### src/rtl/alu_muldiv_seq.sv
// Multi-cycle unsigned 16x16 multiply / 16/16 restoring divide sequencer.
// Borrows the shared 16-bit ALU for one shift-add or shift-subtract step per clock.
module alu_muldiv_seq (
  input  logic        clk_i,
  input  logic        rst_n,
  input  logic        start_i,
  input  logic        op_i,
  input  logic [15:0] opa_i,
  input  logic [15:0] opb_i,
  output logic        busy_o,
  output logic        done_o,
  output logic        dz_o,
  output logic [15:0] res_hi_o,
  output logic [15:0] res_lo_o,
  output logic        alu_own_o,
  output logic [15:0] alu_a_o,
  output logic [15:0] alu_b_o,
  output logic        alu_cin_o,
  output logic [1:0]  alu_s_o,
  input  logic [15:0] alu_result_i,
  input  logic        alu_c_i
);

  typedef enum logic [1:0] {StIdle, StRun, StDone} state_e;

  state_e      state_q;
  logic [3:0]  cnt_q;
  logic [15:0] hi_q, lo_q, opnd_q;
  logic        opsel_q, dz_q;

  logic [15:0] shl_hi;
  logic        div_ok;

  // Partial remainder shifted left by one; its 17th bit is hi_q[15].
  assign shl_hi = {hi_q[14:0], lo_q[15]};
  assign div_ok = hi_q[15] | alu_c_i;

  always_comb begin
    alu_a_o   = '0;
    alu_b_o   = '0;
    alu_s_o   = 2'b00;
    alu_cin_o = 1'b0;
    if (state_q == StRun) begin
      if (opsel_q) begin
        alu_a_o = shl_hi;
        alu_b_o = opnd_q;
        alu_s_o = 2'b10;
      end else begin
        alu_a_o = hi_q;
        alu_b_o = lo_q[0] ? opnd_q : 16'h0000;
      end
    end
  end

  always_ff @(posedge clk_i or negedge rst_n) begin
    if (!rst_n) begin
      state_q <= StIdle;
      cnt_q   <= '0;
      hi_q    <= '0;
      lo_q    <= '0;
      opnd_q  <= '0;
      opsel_q <= 1'b0;
      dz_q    <= 1'b0;
    end else begin
      unique case (state_q)
        StIdle: begin
          if (start_i) begin
            opsel_q <= op_i;
            if (op_i && (opb_i == 16'h0000)) begin
              hi_q    <= opa_i;
              lo_q    <= 16'hFFFF;
              dz_q    <= 1'b1;
              state_q <= StDone;
            end else begin
              hi_q    <= '0;
              lo_q    <= opa_i;
              opnd_q  <= opb_i;
              cnt_q   <= '0;
              dz_q    <= 1'b0;
              state_q <= StRun;
            end
          end
        end
        StRun: begin
          if (opsel_q) begin
            if (div_ok) begin
              hi_q <= alu_result_i;
              lo_q <= {lo_q[14:0], 1'b1};
            end else begin
              hi_q <= shl_hi;
              lo_q <= {lo_q[14:0], 1'b0};
            end
          end else begin
            {hi_q, lo_q} <= {alu_c_i, alu_result_i, lo_q[15:1]};
          end
          cnt_q <= cnt_q + 4'd1;
          if (cnt_q == 4'd15) state_q <= StDone;
        end
        StDone:  state_q <= StIdle;
        default: state_q <= StIdle;
      endcase
    end
  end

  assign busy_o    = (state_q == StRun);
  assign alu_own_o = (state_q == StRun);
  assign done_o    = (state_q == StDone);
  assign dz_o      = dz_q;
  assign res_hi_o  = hi_q;
  assign res_lo_o  = lo_q;

endmodule

### config.mk
export PLATFORM = sky130hd
export DESIGN_NAME = alu_muldiv_seq
export DESIGN_NICKNAME = d
export VERILOG_FILES = /design/src/rtl/alu_muldiv_seq.sv
export SDC_FILE = /design/constraint.sdc
export NUM_CORES = 1
export LEC_CHECK = 0
export ABC_AREA = 1
export CORE_ASPECT_RATIO = 1.75
export CORE_MARGIN = 3
export CORE_UTILIZATION = 46
export CTS_CLUSTER_DIAMETER = 200
export CTS_CLUSTER_SIZE = 40
export DETAILED_ROUTE_END_ITERATION = 16
export PLACE_DENSITY_LB_ADDON = 0.25
export SYNTH_ARGS = -nofsm -noshare
export SYNTH_HDL_FRONTEND = slang
export SYNTH_SLANG_ARGS = --single-unit
### constraint.sdc
create_clock -name clk_i -period 1.54 [get_ports clk_i]
set_input_delay 0.154 -clock clk_i [delete_from_list [all_inputs] [get_ports clk_i]]
set_output_delay 0.154 -clock clk_i [all_outputs]
set_load 0.01 [all_outputs]
==> run summary <==
core area: 0.00767 sq mm
Setup crit start kind: flop
tap cells: 88
DP HPWL: 8.49 mm
Clk pwr share: 10.6%
R2R cell count: 9
Buffers, non-clock: 175
Pleak: 2.72 nW
Crit Reg-Reg Endpoint: res_lo_o[15]
Final WS setup: -0.125 ns
Most Used Layer, Global Route: met2
CTS Buf Count: 5
Placed Area: 0.00514 sq mm
Comb power frac: 65.4%
DR top layer: met4
fin cells: 775
cell internal pwr: 6.83 mW
Max-area cell class: combinational gates
Cell area leaders: dfrtp_1 (38%), nand2_1 (13%), a21oi_1 (11%)
NumNets Final: 740
Routed wire per std cell: 16.1 um
routed wl met3: 780 um
CP cell instances: inv_2 > nand2_4 > clkinv_8 > buf_16 > o21ai_0 > a21oi_1 > buf_2
Pwr Total: 12.2 mW
Reg clk slew, reported paths: 0.07 ns
max incr delay on CP: 0.41 ns
Data buffer area share: 30.5%
Setup Buffers After CTS: 8
Worst path slowest cell: dfrtp_1
Clock Latency Late Sink: 0.30 ns
crit share post-route: 108%
vias in the first global route: 4120
fin util: 71.8%
Tmin final: 1.66 ns
proportion of synthesized area in mux cells: 0%
status: finished, violations left
Worst Hold Class: primary input to async pin
Achievable Freq: 601 MHz
syn_area_per_cell: 6.78 sq um
DR DRC count: 0
Synth cell types: 30
Comb power: 7.99 mW
most frequent cell after synthesis: nand2_1
CTS tree: built
Dominant comb cell: simple AND/OR/NAND/NOR gates
yosys warns: 0
Initial DRC Count: 435
diode count: 0
total die area: 0.00914 sq mm
yosys cell count: 542
PwrDens: 2220 mW/mm^2
hold_buf cts: 1
OpenROAD warning count: 28
largest net degree at the start of global routing: 57
Mapped Area: 0.00367 sq mm
CTS max path bufs: 2
post-CTS sizing: 161
ANT nets after route: 0
CTS H-Tree Depth: 2
Sum Neg Setup Slack: -1.22 ns
Post-synth top flop: dfrtp_1
sequential share of cell area: 25.4%
Gate Count Post-Synth: 542
Hold Slack: 0.385 ns
Simple-Gate Fraction of Synth Area: 28.1%
most frequent cells in the layout: nand2_1 (126), clkdlybuf4s50_1 (84), a21oi_1 (76), dfrtp_1 (56), inv_1 (51)
met2 routed WL: 6.68 mm
Sw Share: 44.1%
worst setup path class: flop to output port
wl on met1: 4.49 mm
initial antenna violation count: 0
yosys aoi share: 20.7%
clock root buffer: clkbuf_16
CP startpoint: state_q[1]
delay-heaviest family, CP: buffers and inverters
final instance area: 0.00551 sq mm
EDFF count, synth: 0
# Max-Cap Violations: 0
Seq power: 2.92 mW
clock network power: 1.30 mW
Critical Path Sink: alu_a_o[2]
Crit path depth: 7
sequential cell area: 0.00140 sq mm
reg-to-reg setup timing slack: -0.05 ns
Post-synth regs: 56
Sw Pwr: 5.38 mW
router iterations before antenna repair: 5
fin. max-slew vios: 0
Rows: 42
fp_density: 47.9%
crit path DRT: 1.39 ns
Commonest Layout Cell: nand2_1
Synth area leader: dfrtp_1
FF+latch count: 56
Post-synth top cells: nand2_1 (131), a21oi_1 (81), dfrtp_1 (56)
clock sinks: 56
area grow syn2layout: 49.9%
grt met1 use: 29.8%
non-clock inverter count: 55
FF-to-FF Start: state_q[1]
DIE WIDTH: 73.6 um
post-synthesis async set-or-reset flop share: 100%
Gate Area: 0.00193 sq mm
Buf+Inv Stages, Crit Path: 4
gr usage total: 26.9%
Post-synth seq share: 38.1%
Placed Instances: 750
failing checks: setup timing
total congestion overflow: 0
unrepaired setup endpoints after global routing: yes
Max IR drop VDD: 1.13 mV
Post-Synth Adder-Cell Area: 0.340%
Setup WS pre-CTS: -0.153 ns
critical path arrival: 1.51 ns
Top Consumer: combinational cells
Critical Path End Type: output port
GPL Wtd Cong: 0.901
# setup viols final: 31
XOR/XNOR Area Share: 0.238%
# fillers: 625
via-per-instance ratio: 5.44
global-route wire length before repair: 19.4 mm
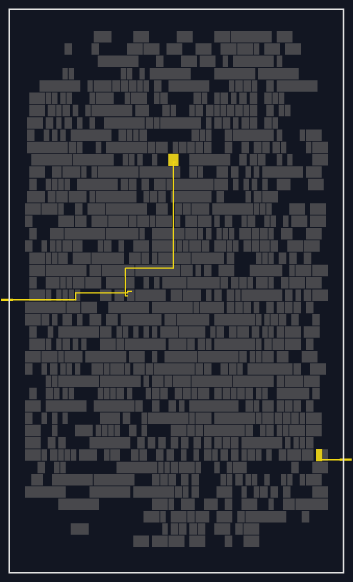
*Wires at chosen ports, followed through buffers*
`alu_s_o`: drawn in yellow, direction output, edge 1 right, 1 left, end cells 2, buffers 1, wire 73.9 um.
# port buffers: 121
num ports: 124

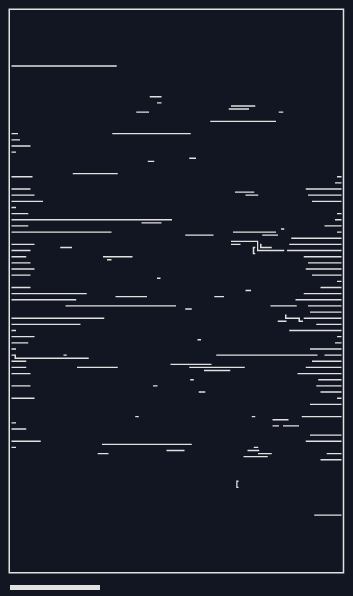
*Metal 3*
The bar under the picture is 20 um long.
The layer holds 6.3% of the routed length. The wires run mostly horizontal. The longest straight run is 35.2 um.
total routed wirelength: 12.5 mm
GR Layer Usage met3: 4.94%
via count: 4216

Power and IR drop assume default switching activity.
